$ cat src/rtl/counter_ctrl_pkg.sv
// counter_ctrl_pkg: shared FSM encoding, button indices and default timing values
package counter_ctrl_pkg;

    localparam int DEF_DEBOUNCE_CYCLES = 4;
    localparam int DEF_REPEAT_DELAY    = 16;
    localparam int DEF_REPEAT_RATE     = 8;

    localparam int BTN_LOAD = 0;
    localparam int BTN_UP   = 1;
    localparam int BTN_DOWN = 2;

    typedef enum logic [2:0] {
        S_IDLE,
        S_LOAD,
        S_STEP,
        S_HOLD,
        S_REPEAT
    } state_e;

endpackage

$ cat src/rtl/debouncer.sv
// debouncer: 2-flop synchronizer followed by a stable-sample counter driving a clean level
module debouncer
    import counter_ctrl_pkg::*;
#(
    parameter int CYCLES = DEF_DEBOUNCE_CYCLES
) (
    input  logic clk_i,
    input  logic rst_ni,
    input  logic btn_i,
    output logic level_o
);

    localparam logic [7:0] LAST = 8'(CYCLES - 1);

    logic [1:0] sync_q;
    logic [7:0] cnt_q;
    logic       level_q;

    // synchronize, then accept a new level only after CYCLES consecutive differing samples
    always_ff @(posedge clk_i or negedge rst_ni) begin
        if (!rst_ni) begin
            sync_q  <= '0;
            cnt_q   <= '0;
            level_q <= 1'b0;
        end else begin
            sync_q <= {sync_q[0], btn_i};
            if (sync_q[1] == level_q) begin
                cnt_q <= '0;
            end else if (cnt_q >= LAST) begin
                level_q <= sync_q[1];
                cnt_q   <= '0;
            end else begin
                cnt_q <= cnt_q + 8'd1;
            end
        end
    end

    assign level_o = level_q;

endmodule

$ cat src/rtl/counter_ctrl.sv
// counter_ctrl: turns three raw buttons into load / count-enable strobes with auto-repeat
module counter_ctrl
    import counter_ctrl_pkg::*;
#(
    parameter int DEBOUNCE_CYCLES = DEF_DEBOUNCE_CYCLES,
    parameter int REPEAT_DELAY    = DEF_REPEAT_DELAY,
    parameter int REPEAT_RATE     = DEF_REPEAT_RATE
) (
    input  logic       Clk,
    input  logic       nReset,
    input  logic       Btn_load,
    input  logic       Btn_up,
    input  logic       Btn_down,
    input  logic [3:0] Switch_in,
    output logic       Load,
    output logic       Count_en,
    output logic       Up,
    output logic [3:0] Count_in,
    output logic       Busy
);

    localparam logic [7:0] DLY_LAST  = 8'(REPEAT_DELAY - 1);
    localparam logic [7:0] RATE_LAST = 8'(REPEAT_RATE - 1);

    logic [2:0] btn, lvl, lvl_q, rise;
    state_e     state_q, state_d;
    logic       load_q, load_d, cen_q, cen_d, up_q, up_d, rpt_q, rpt_d;
    logic [3:0] cin_q, cin_d;
    logic [7:0] tmr_q, tmr_d;
    logic       held, others;

    assign btn = {Btn_down, Btn_up, Btn_load};

    for (genvar g = 0; g < 3; g++) begin : g_deb
        debouncer #(.CYCLES(DEBOUNCE_CYCLES)) u_deb (
            .clk_i  (Clk),
            .rst_ni (nReset),
            .btn_i  (btn[g]),
            .level_o(lvl[g])
        );
    end

    assign rise   = lvl & ~lvl_q;
    assign held   = up_q ? lvl[BTN_UP] : lvl[BTN_DOWN];
    assign others = lvl[BTN_LOAD] | (up_q ? lvl[BTN_DOWN] : lvl[BTN_UP]);

    // next state and registered strobes; rpt_q marks a HOLD entered from a step that may repeat
    always_comb begin
        state_d = state_q;
        load_d  = 1'b0;
        cen_d   = 1'b0;
        up_d    = up_q;
        cin_d   = cin_q;
        rpt_d   = rpt_q;
        tmr_d   = (tmr_q == 8'hFF) ? tmr_q : tmr_q + 8'd1;
        case (state_q)
            S_IDLE: begin
                if (rise[BTN_LOAD]) begin
                    state_d = S_LOAD;
                    load_d  = 1'b1;
                    cin_d   = Switch_in;
                    rpt_d   = 1'b0;
                end else if (rise[BTN_UP] && rise[BTN_DOWN]) begin
                    state_d = S_HOLD;
                    rpt_d   = 1'b0;
                end else if (rise[BTN_UP] || rise[BTN_DOWN]) begin
                    state_d = S_STEP;
                    cen_d   = 1'b1;
                    up_d    = rise[BTN_UP];
                    rpt_d   = 1'b1;
                    tmr_d   = '0;
                end
            end
            S_LOAD, S_STEP: state_d = S_HOLD;
            S_HOLD: begin
                if (lvl == 3'b000) begin
                    state_d = S_IDLE;
                end else if (!(rpt_q && held && !others)) begin
                    tmr_d = '0;
                end else if (tmr_q >= DLY_LAST) begin
                    state_d = S_REPEAT;
                    cen_d   = 1'b1;
                    tmr_d   = '0;
                end
            end
            S_REPEAT: begin
                if (!held) begin
                    state_d = S_IDLE;
                end else if (tmr_q >= RATE_LAST) begin
                    cen_d = 1'b1;
                    tmr_d = '0;
                end
            end
            default: state_d = S_IDLE;
        endcase
    end

    // state, timer, edge history and output registers
    always_ff @(posedge Clk or negedge nReset) begin
        if (!nReset) begin
            state_q <= S_IDLE;
            load_q  <= 1'b0;
            cen_q   <= 1'b0;
            up_q    <= 1'b0;
            cin_q   <= '0;
            rpt_q   <= 1'b0;
            tmr_q   <= '0;
            lvl_q   <= '0;
        end else begin
            state_q <= state_d;
            load_q  <= load_d;
            cen_q   <= cen_d;
            up_q    <= up_d;
            cin_q   <= cin_d;
            rpt_q   <= rpt_d;
            tmr_q   <= tmr_d;
            lvl_q   <= lvl;
        end
    end

    assign Load     = load_q;
    assign Count_en = cen_q;
    assign Up       = up_q;
    assign Count_in = cin_q;
    assign Busy     = state_q != S_IDLE;

endmodule

$ cat config.mk
export PLATFORM = sky130hd
export DESIGN_NAME = counter_ctrl
export DESIGN_NICKNAME = d
export VERILOG_FILES = /design/src/rtl/counter_ctrl_pkg.sv /design/src/rtl/debouncer.sv /design/src/rtl/counter_ctrl.sv
export SDC_FILE = /design/constraint.sdc
export NUM_CORES = 1
export LEC_CHECK = 0
export ABC_AREA = 1
export CORE_MARGIN = 2
export CORE_UTILIZATION = 61
export DETAILED_ROUTE_END_ITERATION = 10
export GPL_ROUTABILITY_DRIVEN = 0
export PLACE_DENSITY = 0.86
export SYNTH_ARGS = -nofsm -noshare
export SYNTH_HDL_FRONTEND = slang
export SYNTH_SLANG_ARGS = --single-unit
export TNS_END_PERCENT = 100
$ cat constraint.sdc
create_clock -name Clk -period 3.8 [get_ports Clk]
set_input_delay 0.76 -clock Clk [delete_from_list [all_inputs] [get_ports Clk]]
set_output_delay 0.76 -clock Clk [all_outputs]
set_load 0.05 [all_outputs]
**Clock distribution**

(10 px per µm)
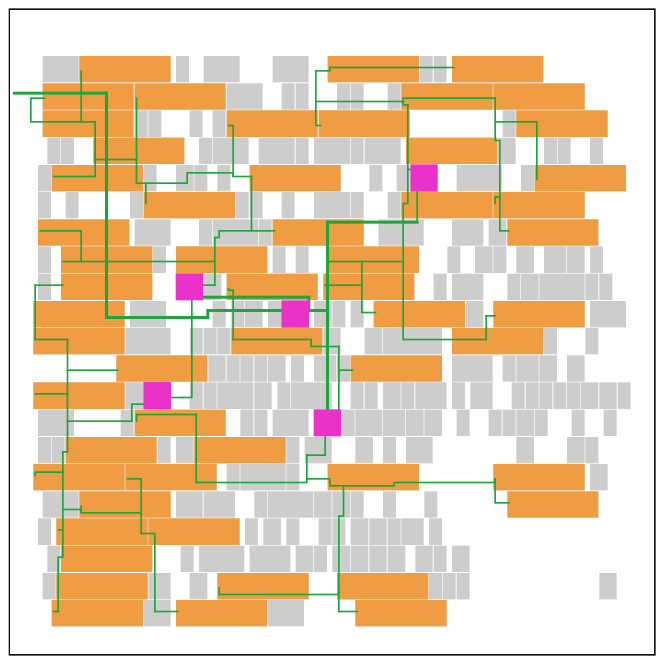
[magenta] clock drivers | count: 5
[green] clock wires | length: 535 µm
[orange] flip-flops | count: 55
flops lie	all over the die
routed clock nets	6
post-route clock skew: 0.00909 ns
power drawn by the clock network: 0.240 mW
relative contribution of the clock network to total power: 17.4%
later-pin clock latency in the skew report: 0.36 ns

**Power grid**

(6 px per µm) Pins as bars on the die edge.
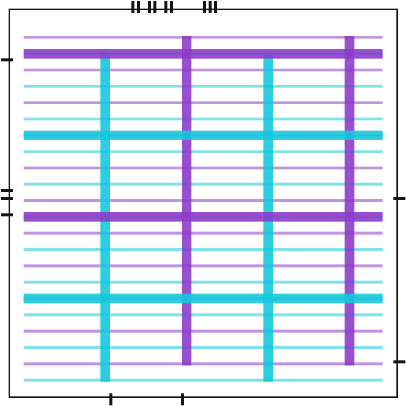
colour	net
purple	VDD
cyan	VSS
rows	21
signal pins	17
met5 straps	4
met1 rails	22
worst IR drop on VDD: 0.281 mV
core outline area: 3420 µm²
horizontal extent of the die: 64.4 µm
Die Y: 64.4 µm

**Placement by cell class**

(8 px per µm) Fill, decap, tap and diode cells in grey.
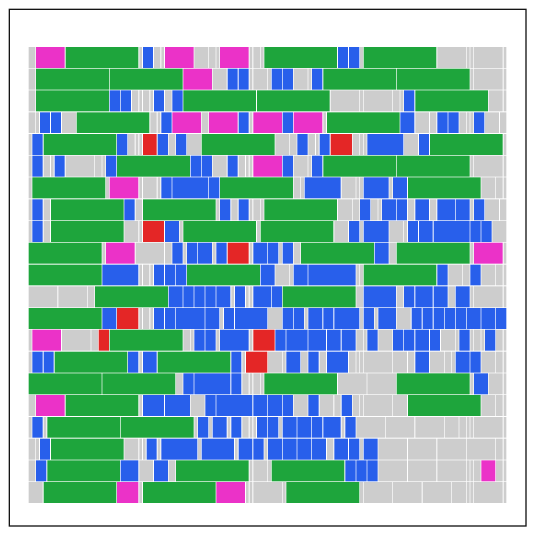
colour	class	cells
green	flops	55
blue	combinational and other logic	185
red	clock drivers and dummy loads	8
magenta	other buffers and delay cells	17
final non-filler cell area: 2560 µm²
share of the core filled with cells: 75.1%
share of the final layout cell area in sequential cells: 53.7%
# rows: 21

==> flow_metrics.py <==
# Auto-generated metrics
metrics = {
    "setup_path": {
        "cp_common_cell": "sky130_fd_sc_hd__inv_2",
        "critPathArrivalTime_ns": 1.94,
        "ff_to_ff_path_depth": 10,
        "r2r_start": "g_deb[1].u_deb.level_o",
        "worst_setup_path_startpoint": "state_q[0]",
        "critical_path.max_fanout": 5,
        "path_depth": 5,
        "critical_path.endpoint_type": "output port",
        "max_stage_delay_ns": 0.71,
        "flop2flop_setup_slack_ns": 1.92,
        "r2r-end": "tmr_q[0]",
        "timing_worst_setup_path_type": "reg -> out",
        "worst_setup_path_start_kind": "flip-flop",
        "cpMaxStageDelayCell": "sky130_fd_sc_hd__clkdlybuf4s50_1",
    },
    "layout": {
        "final-comb-area_um2": 801,
        "total_of_clock_buffers_placed_in_the_layout": 6,
        "sh_comb_area_pct": 31.2,
        "final-instance-count-excl-fill": 311,
        "drive_gt1_share_pct": 11.3,
        "clock_tree_area_fraction_pct": 2.10,
        "mostFrequentLayoutCell": "sky130_fd_sc_hd__dfrtp_1",
        "area_share_nonclk_buffers_pct": 6.34,
        "final_nets": 279,
        "non_clock_buffer_count": 17,
        "synthToLayoutAreaGrowth_pct": 15.2,
        "dominant-cell-class": "sequential cells",
        "filler_cell_count": 248,
        "insertedDiodeCount": 0,
        "num-multi-input-gates": 155,
    },
    "grt": {
        "gr-total-overflow": 0,
        "grt_pass1_wl_um": 6910,
        "initial_antenna_violation_count": 0,
        "pin_count_of_the_biggest_net_entering_global_routing": 38,
        "grt_pass1_vias": 1643,
    },
    "place": {
        "dpl.cell_count": 303,
        "post-dp-hpwl_um": 2810,
        "preCtsSetupSlack_ns": 1.51,
        "placement.cell_area_um2": 2510,
        "port-buffer-count": 16,
    },
    "logic_synthesis": {
        "synth.largest_area_cell": "sky130_fd_sc_hd__dfrtp_1",
        "syn_area_per_cell_um2": 9.98,
        "ys_cells": 223,
        "synthDominantCellAreaShare_pct": 61.8,
        "synth.most_common_cell": "sky130_fd_sc_hd__dfrtp_1",
        "synth_area_um2": 2230,
        "count_of_distinct_cell_types_in_the_synthesized_netlist": 26,
        "ys_top_cells_by_area": "sky130_fd_sc_hd__dfrtp_1, sky130_fd_sc_hd__nand2_1, sky130_fd_sc_hd__inv_1",
        "ys_seq_share_pct": 61.8,
        "ys_warn_count": 0,
        "synth_flops": 55,
        "enable_flop_cells": 0,
        "netlist_top_cells_count": "sky130_fd_sc_hd__dfrtp_1, sky130_fd_sc_hd__nand2_1, sky130_fd_sc_hd__inv_1, sky130_fd_sc_hd__nor2_1, sky130_fd_sc_hd__nand3_1",
        "ys_dominant_reg_cell": "sky130_fd_sc_hd__dfrtp_1",
        "synth_chip_area_um2": 2230,
    },
    "power_and_ir_drop": {
        "power.largest_group": "registers",
        "swShare_pct": 36.7,
        "design_power_total_mw": 1.38,
        "p_comb_mw": 0.426,
        "comb_power_share_pct": 30.9,
    },
    "floorplan": {
        "tap-cell-count": 46,
        "chip_area_um2": 4150,
        "io_pins": 17,
    },
    "route": {
        "drt_iter0_markers": 80,
        "dr.max_layer_used": "met4",
        "num_vias": 1564,
        "wirelength_um": 3730,
        "detail_route.wirelength.met1_um": 1540,
    },
    "timing": {
        "final_max_slew_viol_count": 0,
        "fin_crit_ns": 2.70,
        "totalNegativeSetupSlack_ns": 0,
        "holdWs_ns": 0.372,
        "hold_viol_final": 0,
    },
    "flow_run": {
        "maxCapViolCount": 0,
    },
    "clocking": {
        "clk_pin_slew_worst_paths_ns": 0.15,
        "number_of_h_tree_levels": 2,
        "total_cts_buffers": 5,
        "cts_repair_resize_count": 0,
        "root_cell_of_the_clock_tree": "sky130_fd_sc_hd__clkbuf_4",
        "cts_hold_buffers": 0,
    },
    "min_path": {
        "whs_endpoint": "g_deb[1].u_deb.sync_q[1]",
        "worst_hold_path.num_cells": 0,
        "holdCritStartpoint": "g_deb[1].u_deb.sync_q[0]",
    },
    "run_status": {
        "run_status": "completed",
    },
}
**Routing congestion**

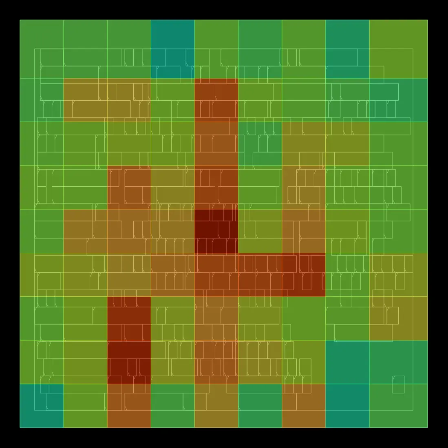
Tot GR Track Use: 22.0%
Wirelength per Cell: 12.0 µm
grt met1 use: 26.2%
most heavily used metal layer in global routing: met2
GR met2 Demand/Resource: 38.2%

**Where the registers sit**

(8 px per µm) Other sequential cells in the stronger grey, the rest of the logic in the fainter grey.
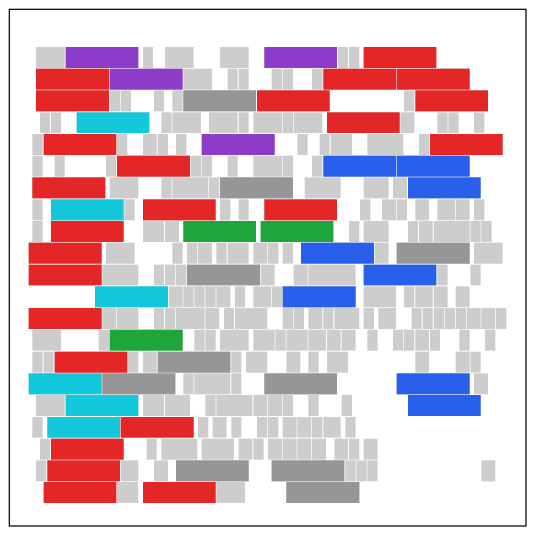
colour	netlist name	placed flops
purple	Count_in	4
blue	tmr_q	8
cyan	g_deb.u_deb.sync_q	6
red	g_deb.u_deb.cnt_q	24
green	g_deb.u_deb.level_o	3
combined flip-flop and latch cell area: 1380 µm²
power in sequential cells: 0.713 mW

-- kinds of logic (layout without fill, tap and decap cells) --
logic type | count (synthesis) | count (layout) | synth area share (%)
compound gates | 30 | 30 | 7.36
buf+inv | 30 | 55 | 5.06
fa+ha+maj | 6 | 6 | 3.37
flops | 55 | 55 | 61.8
xor+xnor | 4 | 4 | 1.57
other cells | 1 | 18 | 0.168
simple gates | 97 | 97 | 20.6
-- registers in the layout, indices dropped and copies added (netlist names) --
signal and flops:
g_deb.u_deb.sync_q 6, Load 1, Count_en 1, state_q 3, rpt_q 1, tmr_q 8
lvl_q 3, g_deb.u_deb.cnt_q 24, Up 1, g_deb.u_deb.level_o 3, Count_in 4
-- metal layers --
metal	global-route usage, %	vias up
met5	0	-
met4	8.51	0
met3	5.63	11
met2	38.2	22
met1	26.2	759
li1	-	772
No activity file was given, so power comes from the tool's default toggle rates.
